**Cell outlines without signal wires**

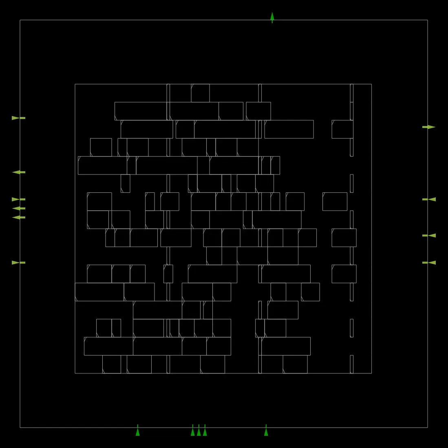
**Routed metal, one color a layer**

Bar = 20 µm.
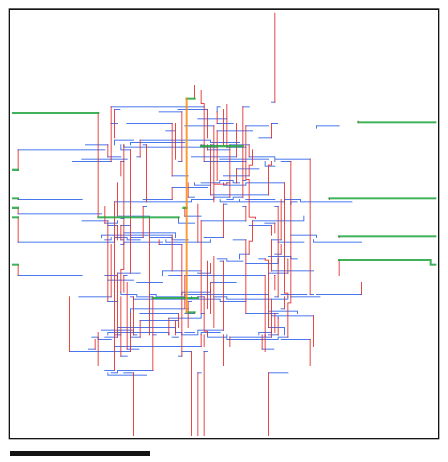
**Gate families picked out**

Bar = 20 µm.
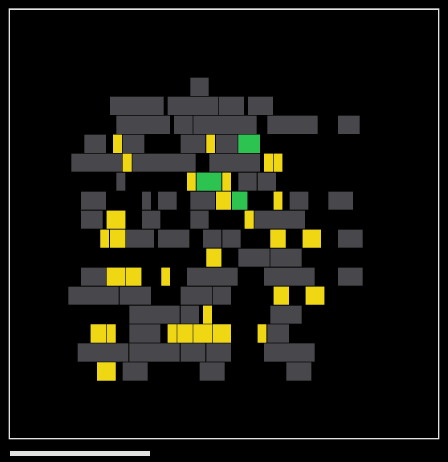
File: src/rtl/sr_pkg.sv
// rtl/sr_pkg.sv - shared width default and FSM state type for the PISO serializer
package sr_pkg;

  localparam int SR_WIDTH = 8;

  typedef enum logic {
    IDLE  = 1'b0,
    SHIFT = 1'b1
  } sr_state_t;

endpackage

File: src/rtl/piso_shreg.sv
// rtl/piso_shreg.sv - parallel-load, shift-left register exposing its MSB
module piso_shreg
  import sr_pkg::*;
#(
  parameter int WIDTH = SR_WIDTH
) (
  input  logic             clk,
  input  logic             reset,
  input  logic             load,
  input  logic             shift,
  input  logic [WIDTH-1:0] din,
  output logic             msb
);

  logic [WIDTH-1:0] sreg;

  // Zero fill on shift leaves the register clear once a word has drained,
  // so the MSB reads 0 whenever nothing is in flight.
  always_ff @(posedge clk) begin
    if (reset) begin
      sreg <= '0;
    end else if (load) begin
      sreg <= din;
    end else if (shift) begin
      sreg <= {sreg[WIDTH-2:0], 1'b0};
    end
  end

  assign msb = sreg[WIDTH-1];

endmodule

File: src/rtl/sr_piso_ctrl.sv
// rtl/sr_piso_ctrl.sv - handshake, FSM and bit counter driving an MSB-first serial stream
module sr_piso_ctrl
  import sr_pkg::*;
#(
  parameter int WIDTH = SR_WIDTH
) (
  input  logic             clk,
  input  logic             reset,
  input  logic [WIDTH-1:0] din,
  input  logic             load_valid,
  output logic             load_ready,
  output logic             sout,
  output logic             sout_valid,
  output logic             frame_start,
  output logic             word_done
);

  localparam int            CW   = $clog2(WIDTH);
  localparam logic [CW-1:0] LAST = CW'(WIDTH - 1);

  sr_state_t     state, state_nxt;
  logic [CW-1:0] cnt, cnt_nxt;
  logic          last_bit;
  logic          accept;
  logic          shift_en;
  logic          sout_valid_q, frame_start_q, word_done_q;

  // The counter tracks the bit currently on sout, so ready opens during the last bit.
  assign last_bit   = (state == SHIFT) && (cnt == LAST);
  assign load_ready = (state == IDLE) || last_bit;
  assign accept     = load_valid && load_ready;
  assign shift_en   = (state == SHIFT);

  always_comb begin
    state_nxt = state;
    cnt_nxt   = cnt;
    unique case (state)
      IDLE: begin
        if (accept) begin
          state_nxt = SHIFT;
          cnt_nxt   = '0;
        end
      end
      SHIFT: begin
        if (accept) begin
          cnt_nxt = '0;
        end else if (cnt == LAST) begin
          state_nxt = IDLE;
          cnt_nxt   = '0;
        end else begin
          cnt_nxt = cnt + CW'(1);
        end
      end
      default: begin
        state_nxt = IDLE;
        cnt_nxt   = '0;
      end
    endcase
  end

  always_ff @(posedge clk) begin
    if (reset) begin
      state         <= IDLE;
      cnt           <= '0;
      sout_valid_q  <= 1'b0;
      frame_start_q <= 1'b0;
      word_done_q   <= 1'b0;
    end else begin
      state         <= state_nxt;
      cnt           <= cnt_nxt;
      sout_valid_q  <= (state_nxt == SHIFT);
      frame_start_q <= accept;
      word_done_q   <= (state_nxt == SHIFT) && (cnt_nxt == LAST);
    end
  end

  // Reset has priority inside the register, so a handshake during reset is dropped.
  piso_shreg #(
    .WIDTH(WIDTH)
  ) u_shreg (
    .clk  (clk),
    .reset(reset),
    .load (accept),
    .shift(shift_en),
    .din  (din),
    .msb  (sout)
  );

  assign sout_valid  = sout_valid_q;
  assign frame_start = frame_start_q;
  assign word_done   = word_done_q;

endmodule

File: config.mk
export PLATFORM = sky130hd
export DESIGN_NAME = sr_piso_ctrl
export DESIGN_NICKNAME = d
export VERILOG_FILES = /design/src/rtl/sr_pkg.sv /design/src/rtl/piso_shreg.sv /design/src/rtl/sr_piso_ctrl.sv
export SDC_FILE = /design/constraint.sdc
export NUM_CORES = 1
export LEC_CHECK = 0
export CELL_PAD_IN_SITES_DETAIL_PLACEMENT = 0
export CELL_PAD_IN_SITES_GLOBAL_PLACEMENT = 1
export CORE_MARGIN = 8
export CORE_UTILIZATION = 31
export DETAILED_ROUTE_END_ITERATION = 16
export MAX_ROUTING_LAYER = met4
export PLACE_DENSITY = 0.71
export SYNTH_ARGS = -nofsm -noshare
export SYNTH_HDL_FRONTEND = slang
export SYNTH_SLANG_ARGS = --single-unit
export TNS_END_PERCENT = 10
File: constraint.sdc
create_clock -name clk -period 1.56 [get_ports clk]
set_clock_uncertainty 0.1 [all_clocks]
set_input_delay 0.312 -clock clk [delete_from_list [all_inputs] [get_ports clk]]
set_output_delay 0.312 -clock clk [all_outputs]
set_load 0.02 [all_outputs]
==> summary.txt <==
Flow results follow.

The number of well taps is 27. The total routed wirelength is 1560 µm. Looking at the max-slew report, the worst-margin pin has a slew of 0.241 ns. The cell at the slowest stage of the critical path is dfxtp_2. The core utilization before placement is 0.328. The CTS root buffer is clkbuf_4. Of the cells placed in the final design, the portion with a size suffix greater than 1 is 0.308. The initial antenna violation count is 0.

The power spent charging and discharging nets is about 210 µW. The checks that failed: negative setup slack. The post-synthesis share of cell area spent on and, or, nand and nor gates is 0.295. The clock-cell share of area is 0.0240.

Once iteration 0 of detailed routing completed, the report listed 7 DRC markers. The cell with the most instances after synthesis is nor2_1. The combined flip-flop and latch cell area is 283 µm². STA lists the startpoint of the worst register-to-register path as cnt[1]. The synthesized cell area is 637 µm². Walking the worst path, the cells encountered are ha_4 -> ha_4 -> and2b_4 -> inv_2 -> buf_6. On the worst path, the slowest cell contributes a delay of 0.34 ns.

Per the synthesis report, the adder-cell share of the synthesized area is 0.0393. The half-perimeter wire length of the detailed placement result is 1140 µm. The total iterations of the first detailed-routing run is 4. The clock tree buffer count of the final layout is 3. Once layout is complete, the utilization of the core stands at 0.484. The most critical min-delay path falls under reg -> reg. Using the TritonRoute via totals, the vias-per-cell ratio works out to 4.87.

Summed over all nets, wire length on met3 after detailed routing comes to approximately 96 µm. Overall power consumption after layout is estimated at 783 µW. In the layout the commonest cells are 15 x nor2_1, 12 x dfxtp_1, 10 x clkdlybuf4s50_1, 9 x buf_4. The number of setup violations in the final report is 5. The global routing report lists met3 layer usage as 0.0251.

The leftover overflow at the end of global routing is 0. Power attributed to the clock group is 202 µW. The post-synth net total is 82. On the critical path the data arrives at 1.32 ns. The prevailing post-synth register cell is dfxtp_1. For reference, the top cells by count after synthesis are 15 x nor2_1, 14 x dfxtp_1, 7 x a211oi_1, 7 x nor3b_1, 7 x nor4_1.

Relative to the synthesized area, the layout overhead comes to 47.5%. Per the synthesis report, the AND-OR/OR-AND share of the synthesized area is 0.124. The xor/xnor share of the synthesized area is 0. The dominant delay contributor by cell family on the critical path is flip-flops. After synthesis, the design contains 69 cells according to Yosys.

For this run, global-route usage on met1 was measured as 0.114. The number of cells in the design after placement is 115. The minimum setup slack in the final design is -0.175 ns. Per the OpenROAD floorplan log, the width of the die is around 60 µm. The I/O pin count is 16.

The sequential cell area fraction in the yosys report is 0.440. The flow ran to the end, but the final reports show violations. Among the non-sequential cells, simple AND/OR/NAND/NOR gates take the most area. In the per-layer summary, the met1 wirelength comes to 730 µm. The routed length on met2 is around 700 µm. In this design, the critical path's most frequently occurring cell is ha_4.

The capture instance of the worst register-to-register path is u_shreg.sreg[7]. The setup slack after placement is -0.346 ns. The slack of the worst reg-to-reg path is -0.04 ns. The number of diodes is 0.

Of the total power, the share spent switching nets is 0.273. The DRC violation total left in the routed layout is recorded as 0. The period utilization is 1.11. The number of cells traversed by the worst register-to-register path is 7.

The combinational group share of total power is 0.232. A synthesized cell averages between 9 and 10 µm². Measured against the total synthesized area, the mux share comes to 0.0472. STA classifies the critical path endpoint as a primary output.

The cell count after synthesis is 69. The chip height is a little over 60 µm. The largest net degree at the start of global routing is 20.

Yosys mapped a number of flops with a built-in enable equal to 0. The category of the critical setup timing path is reg -> out. The routed layout has 575 vias.

In this run the number of H-tree levels came out at 1. In the final layout, excluding clock inverters the inverter count is 1. The OpenROAD report gives the critical path a required time of 1.15 ns. The highest net fanout along the worst path is 2.

The share of synthesized registers carrying an async set or reset is 0. The peak supply drop is approximately 0.4 mV. The highest achievable clock rate is slightly below 600 MHz. Buffers added to address setup during post-CTS repair amount to 0. The post-cts hold buffer count is 0. The group with the largest share of power is registers. The max-slew check reports its worst relative slack as 0.838. In the final layout, the multi-input gates occupy 382 µm². The number of warnings in the stage logs is 28.

Among all cell classes, the greatest summed area belongs to multi-input combinational cells.
-- 'cell outlines without signal wires' (at the start) --
layout sequential cell count: 14
proportion of cell area occupied by registers: 0.301
FP Rows: 16

-- 'routed metal, one color a layer' (at the start) --
green -> metal 3  # wire length 96.5 µm
orange -> metal 4  # wire length 30.6 µm
blue -> metal 1  # wire length 730 µm
red -> metal 2  # wire length 701 µm
overall track demand over capacity in global routing: 0.0989
Routed wire per std cell: 13.2 µm

-- 'gate families picked out' (at the start) --
green -> and/or cells  # cells 3
yellow -> nor cells  # cells 30
non-filler cells in the finished layout: 118
leading cell type in the layout, fill and taps excluded: nor2_1
fraction of standard cell area in multi-input logic: 0.406

==> worst max-delay path by stage <==
| stage | startpoint | end | cells past startpoint |
|---|---|---|---|
| 2_1_floorplan | cnt[0] | u_shreg.sreg[4] | 6 |
| 3_3_place_gp | cnt[0] | load_ready | 5 |
| 3_5_place_dp | cnt[0] | load_ready | 5 |
| 4_1_cts | cnt[0] | load_ready | 5 |
| 5_1_grt | cnt[1] | load_ready | 5 |
| 6_report | cnt[1] | load_ready | 5 |
==> tightest hold or removal path, cell delays in order, from the launching register on <==
cell,delay (ns)
dfxtp_1,0.32
nor2_1,0.09
nor4_1,0.05
==> sequential cells by signal (all words and copies together), names as in the netlist <==
name,count
cnt,3
frame_start,1
sout_valid,1
u_shreg.sreg,8
word_done,1
Power figures rest on the tool's default switching activity, not on a simulated workload.
